==> config.mk <==
export PLATFORM = sky130hd
export DESIGN_NAME = sram_c_arb
export DESIGN_NICKNAME = d
export VERILOG_FILES = /design/src/rtl/sram_c_arb.sv
export SDC_FILE = /design/constraint.sdc
export NUM_CORES = 1
export LEC_CHECK = 0
export CORE_MARGIN = 3
export CORE_UTILIZATION = 30
export CTS_CLUSTER_DIAMETER = 100
export DETAILED_ROUTE_END_ITERATION = 8
export GPL_TIMING_DRIVEN = 0
export PLACE_DENSITY = 0.84
export SLEW_MARGIN = 25
export SYNTH_ARGS = -nofsm -noshare
export SYNTH_HDL_FRONTEND = slang
export SYNTH_SLANG_ARGS = --single-unit
==> constraint.sdc <==
create_clock -name rpll_clk -period 1.1 [get_ports rpll_clk]
set_input_delay 0.11 -clock rpll_clk [delete_from_list [all_inputs] [get_ports rpll_clk]]
set_output_delay 0.11 -clock rpll_clk [all_outputs]
set_load 0.02 [all_outputs]
### Sizing map, run 1

Drawn at 8 px/um.
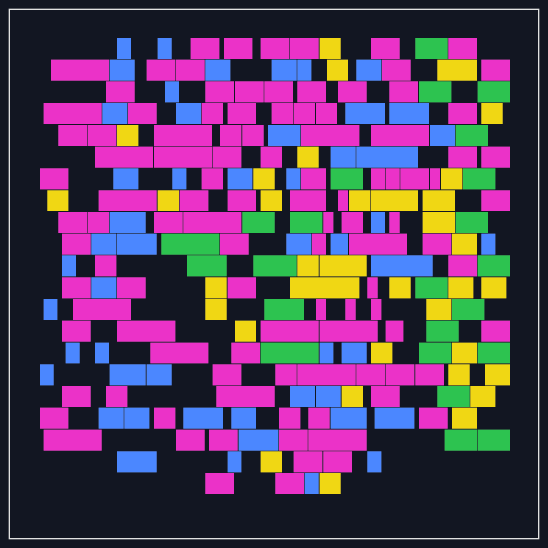
_3 and _4 cells: drawn in yellow, cells 35, share 16%, most used buf_4. _6 and larger: drawn in green, cells 23, share 11%, most used buf_6. _0 and _1 cells: drawn in magenta, cells 106, share 49%, most used clkdlybuf4s50_1. _2 cells: drawn in blue, cells 51, share 24%, most used a21oi_2.
nonclk buf count: 105
setup ws final: -0.625 ns
final design instance area without fill: 2260 um^2

### Wire density map, run 1

Drawn at 6 px/um. The die is cut into 13 by 13 equal tiles; black is low, pale yellow is high, scaled to the fullest tile. Values are wire area over tile area, all layers added.
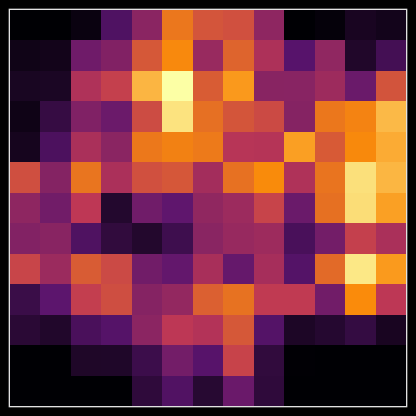
34% of the tiles are over half the peak. The mean over all tiles is 0.15. The fullest tile reaches 0.40. 11% of the tiles are nearly empty.
wire per inst: 16.1 um
global-route usage over all layers: 17.8%
final wirelength: 4200 um

### Register map, names as in the netlist, run 1

Drawn at 6 px/um.
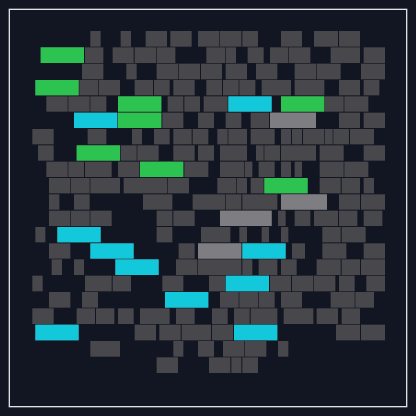
din_q: drawn in green, flops 8. addr_q: drawn in cyan, flops 10.
seq pwr: 0.000888 W
end-of-flow core utilization: 66.7%
proportion of cell area occupied by registers: 19.8%
Sequential Area: 447 um^2

### Met3 routing, run 1

Drawn at 8 px/um.
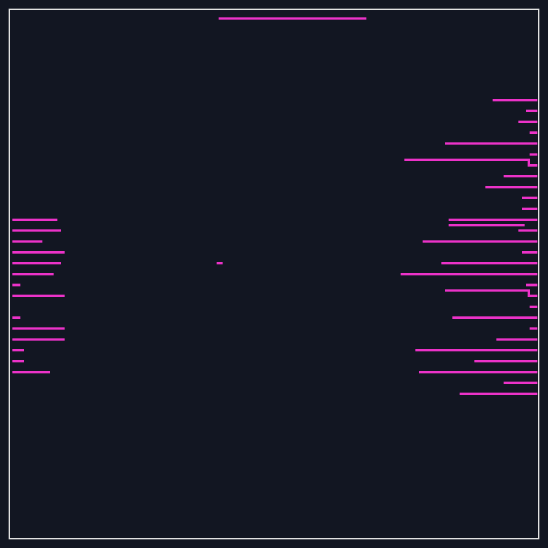
The layer holds 6.5% of the routed length. The layer carries 274 um of wire. 43 nets have wire on it. The longest straight run is 18.2 um. The wires run mostly horizontal.
met3 usage: 4.25%
Via Count: 1229

==> reports/highlights.md, run 1 <==
• 82 — I/O pin cnt
• -0.15 ns — reg2reg setup slack
• setup timing — violations in the final reports
• 0 — antenna violations before repair
• 2040 um^2 — Placement Cell Area
• -0.625 ns — setup ws final
• 1 — number of H-tree levels
• 0 — count of warnings emitted by yosys
• 3 — layout inverter count without the clock tree
• done — TritonCTS clock tree
• 43.0% — NonClk Buf Share
• -15.88 ns — setup TNS after final layout
• 4.71 — Vias/cell
• 40.8% — fraction of synthesized cell area taken by the top area cell type
• sky130_fd_sc_hd__dfxtp_1 (22), sky130_fd_sc_hd__a21oi_1 (19), sky130_fd_sc_hd__mux2i_1 (18), sky130_fd_sc_hd__o31ai_1 (18), sky130_fd_sc_hd__and2_1 (8) — most common library cells after synthesis
• true — RSZ-0062 raised after global routing
• 3 — Min-Delay Path Depth
• 1.60% — clk tree area frac
• 166 — Net Count, Synth
• 9.31 um^2 — syn_area_per_cell
• 1080 um^2 — area of the synthesized netlist per yosys stat
• finished with violations — outcome
• 47 — Setup-failing EPs final
• 6 — Stages on worst setup path
• 952 nW/um^2 — Pwr per Cell Area
• 164 — # resized after CTS
• 10.9% — basic-gate share of the synthesized area counting and, or, nand and nor cells
• 157% — portion of the clock cycle consumed by the worst path in the final layout
• registers — heaviest power group
• 80 — port bufs
• 22 — clock sink count
## run 1: stage by stage
stage                     util [%]  total power (W)  cells
after detailed placement      60.2          0.00165    242
after global routing          66.7          0.00227    261
after CTS                     61.9          0.00209    252
after global placement        60.2          0.00163    242
final                         66.7          0.00215    261
after floorplan                  -          0.00127    116
## run 1: per-layer routing
metal | global-route usage [%] | vias up | part of all wire (%)
li1 | - | 616 | -
met5 | 0 | - | 0
met4 | 5.33 | 0 | 0.71
met2 | 32.9 | 46 | 53
met1 | 20.0 | 565 | 40
met3 | 4.25 | 2 | 6.5
## run 1: layout by cell type, fill, tap and decap left out, types with 2 or more instances in the layout
| cell type | instances |
|---|---|
| sky130_fd_sc_hd__clkdlybuf4s50_1 | 46 |
| sky130_fd_sc_hd__dfxtp_1 | 19 |
| sky130_fd_sc_hd__buf_6 | 18 |
| sky130_fd_sc_hd__buf_4 | 18 |
| sky130_fd_sc_hd__a21oi_2 | 18 |
| sky130_fd_sc_hd__buf_2 | 15 |
| sky130_fd_sc_hd__o31ai_1 | 15 |
| sky130_fd_sc_hd__mux2i_1 | 11 |
| sky130_fd_sc_hd__and2_4 | 8 |
| sky130_fd_sc_hd__mux2i_2 | 7 |
| sky130_fd_sc_hd__o31ai_2 | 3 |
| sky130_fd_sc_hd__nand2_1 | 3 |
| sky130_fd_sc_hd__clkbuf_4 | 3 |
| sky130_fd_sc_hd__inv_1 | 2 |
| sky130_fd_sc_hd__buf_12 | 2 |
| sky130_fd_sc_hd__nor2b_2 | 2 |
| sky130_fd_sc_hd__clkbuf_8 | 2 |
| sky130_fd_sc_hd__nor2_4 | 2 |
| sky130_fd_sc_hd__nor2_1 | 2 |
| sky130_fd_sc_hd__nor3_1 | 2 |
| sky130_fd_sc_hd__dfxtp_2 | 2 |
### Clock wiring as the flow saved it, run 1

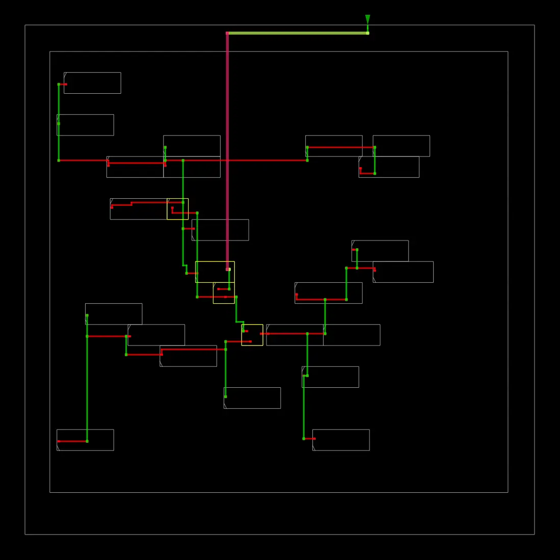

==> inputs of run 2 (changes only) <==
--- a/config.mk
+++ b/config.mk
@@ -7,9 +7,8 @@
 export LEC_CHECK = 0
 export CORE_MARGIN = 3
 export CORE_UTILIZATION = 30
-export CTS_CLUSTER_DIAMETER = 100
+export CTS_CLUSTER_DIAMETER = 120
 export DETAILED_ROUTE_END_ITERATION = 8
-export GPL_TIMING_DRIVEN = 0
 export PLACE_DENSITY = 0.84
 export SLEW_MARGIN = 25
 export SYNTH_ARGS = -nofsm -noshare
### Clock wiring as the flow saved it, run 2

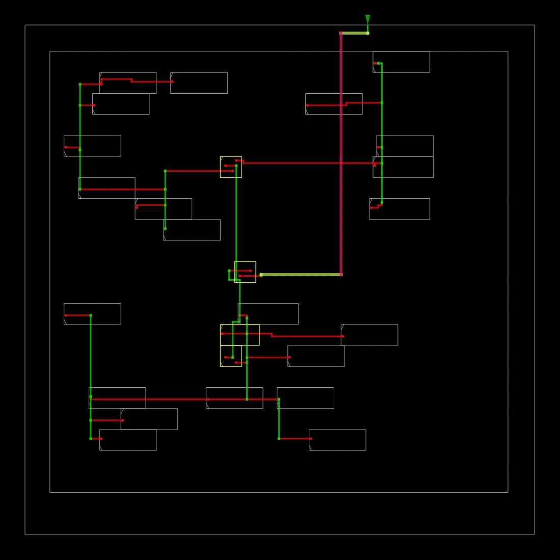
Latency at later pin: 0.31 ns
number of buffers created by CTS: 3
Max Clock Skew: 0.0107 ns
clock sink count: 22
sequential cells: 22

### Met3 routing, run 2

Drawn at 8 px/um.
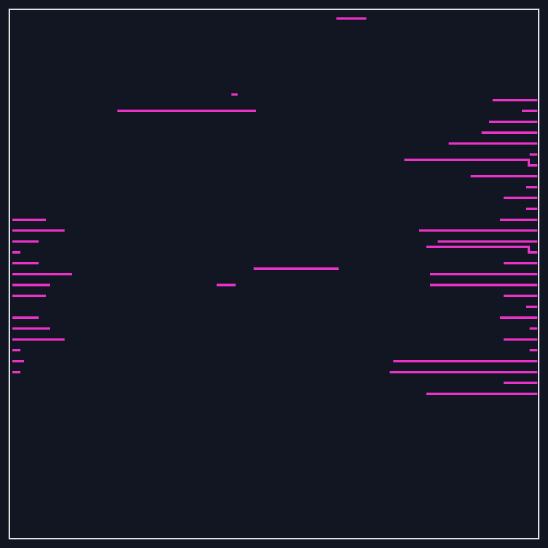
The layer holds 6.8% of the routed length. 45 nets have wire on it. The longest straight run is 18.2 um.
met3 usage: 4.59%
Via Count: 1240
final wirelength: 4200 um

### Register map, names as in the netlist, run 2

Drawn at 6 px/um.
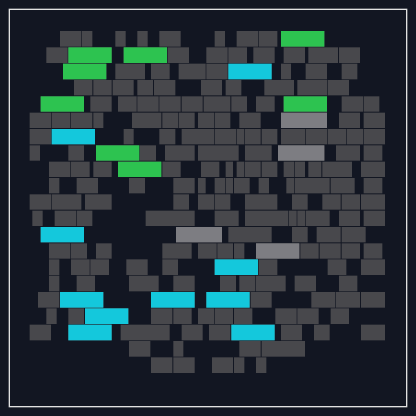
addr_q: drawn in cyan, flops 10. din_q: drawn in green, flops 8.
Another 4 sequential cells are not coloured.
seq pwr: 0.000893 W
proportion of cell area occupied by registers: 19.7%
Sequential Area: 444 um^2
end-of-flow core utilization: 66.4%

==> run 2 against run 1 <==
Largest cell class unchanged. Sequential share of layout area about the same. Final area decreased by 0.50%. Non-clock buffer count decreased by 5. Synthesized area unchanged. Flip-flop count unchanged. Largest power group unchanged. Worst hold slack improved by 0.23 ns. Critical path depth decreased by 1. The flow still finishes with violations (setup timing). Total power increased by 0.67%. Global-route usage increased by 1.3 points. Fmax increased by 3.3%. Worst setup slack improved by 0.055 ns.
==> reports/highlights.md, run 2 <==
• 1590 um — wire length on met1, was 1670 um
• done — TritonCTS clock tree, unchanged
• 152% — portion of the clock cycle consumed by the worst path in the final layout, was 157%
• 0 — antenna violations before repair, unchanged
• 116 — count of mapped cells out of synthesis, unchanged
• 0 — count of warnings emitted by yosys, unchanged
• finished with violations — outcome, unchanged
• -0.10 ns — reg2reg setup slack, was -0.15 ns
• true — RSZ-0062 raised after global routing, unchanged
• setup timing — violations in the final reports, unchanged
• 0 — Slew Viols, Final, unchanged
• 1080 um^2 — area of the synthesized netlist per yosys stat, unchanged
• 264 — fill cell total of the finished layout, was 273
• 19.1% — global-route usage over all layers, was 17.8%
• 47 — Setup-failing EPs final, unchanged
• 2270 um — routed wl met2, was 2230 um
• 287 um — met3 wire length, was 274 um
• 2 — Min-Delay Path Depth, was 3
• 4.84 — Vias/cell, was 4.71
• 82 — I/O pin cnt, unchanged
• 116 — number of cell instances after yosys synthesis, unchanged
• -13.75 ns — setup TNS after final layout, was -15.88 ns
• 963 nW/um^2 — Pwr per Cell Area, was 952 nW/um^2
• 256 — final non-filler cell total, was 261
• 166 — Net Count, Synth, unchanged
• 40.8% — fraction of synthesized cell area taken by the top area cell type, unchanged
• sky130_fd_sc_hd__clkdlybuf4s50_1 (48), sky130_fd_sc_hd__dfxtp_1 (19), sky130_fd_sc_hd__a21oi_2 (18), sky130_fd_sc_hd__buf_2 (18), sky130_fd_sc_hd__buf_4 (16) — most used cells in the layout excluding fill and tap cells, was sky130_fd_sc_hd__clkdlybuf4s50_1 (46), sky130_fd_sc_hd__dfxtp_1 (19), sky130_fd_sc_hd__buf_6 (18), sky130_fd_sc_hd__buf_4 (18), sky130_fd_sc_hd__a21oi_2 (18)
• -0.570 ns — setup ws final, was -0.625 ns
• 81 — port bufs, was 80
-- run 2: per-stage QoR --
stage                     total power, W  hold slack (ns)  area, um^2  utilization, %
after floorplan                  0.00127            0.187        1180               -
after global placement           0.00166            0.524        2100            61.9
after detailed placement         0.00168            0.537        2100            61.9
after CTS                        0.00213            0.355        2150            63.4
after global routing             0.00228            0.366        2250            66.4
final                            0.00217            0.369        2250            66.4
-- run 2: cells by family (layout without fill, tap and decap cells) --
| logic type | after synthesis | in the layout | synth area share [%] |
|---|---|---|---|
| compound gates | 41 | 41 | 24.0 |
| flops | 22 | 22 | 40.8 |
| simple gates | 22 | 22 | 10.9 |
| mux | 18 | 18 | 16.7 |
| buf+inv | 13 | 107 | 7.65 |
-- run 2: area by class of cell --
cell class	instances	area share, %
repair buffers	100	41.1
flip-flops and latches	22	19.7
well taps	46	2.56
clock buffers	4	1.61
multi-input cells	81	34.5
inverters	3	0.501
-- run 2: per-layer routing --
metal / track usage [%] / up-vias
met2: 35.5 / 48
met3: 4.59 / 4
met1: 21.0 / 579
met5: 0 / -
met4: 6.35 / 0
li1: - / 609
-- run 2: timing repair --
item                       4_1_cts  5_1_grt
hold endpoints to repair         0        0
pin swaps                        3        4
buffers inserted                 3        0
gates resized                  164       28
setup endpoints to repair       50       50
-- run 2: critical path: stages, from the launching register on --
cell                       delay, ns
sky130_fd_sc_hd__dfxtp_2        0.37
sky130_fd_sc_hd__a21boi_4       0.21
sky130_fd_sc_hd__buf_8          0.19
sky130_fd_sc_hd__mux2i_2        0.24
sky130_fd_sc_hd__a21oi_2        0.09
sky130_fd_sc_hd__buf_2          0.17
-- run 2: where the power goes --
part           switching, W  internal [W]
Clock              0.000243      0.000202
Combinational      0.000387      0.000443
Sequential        0.0000300      0.000863
Power is estimated from default activity; no workload was simulated.
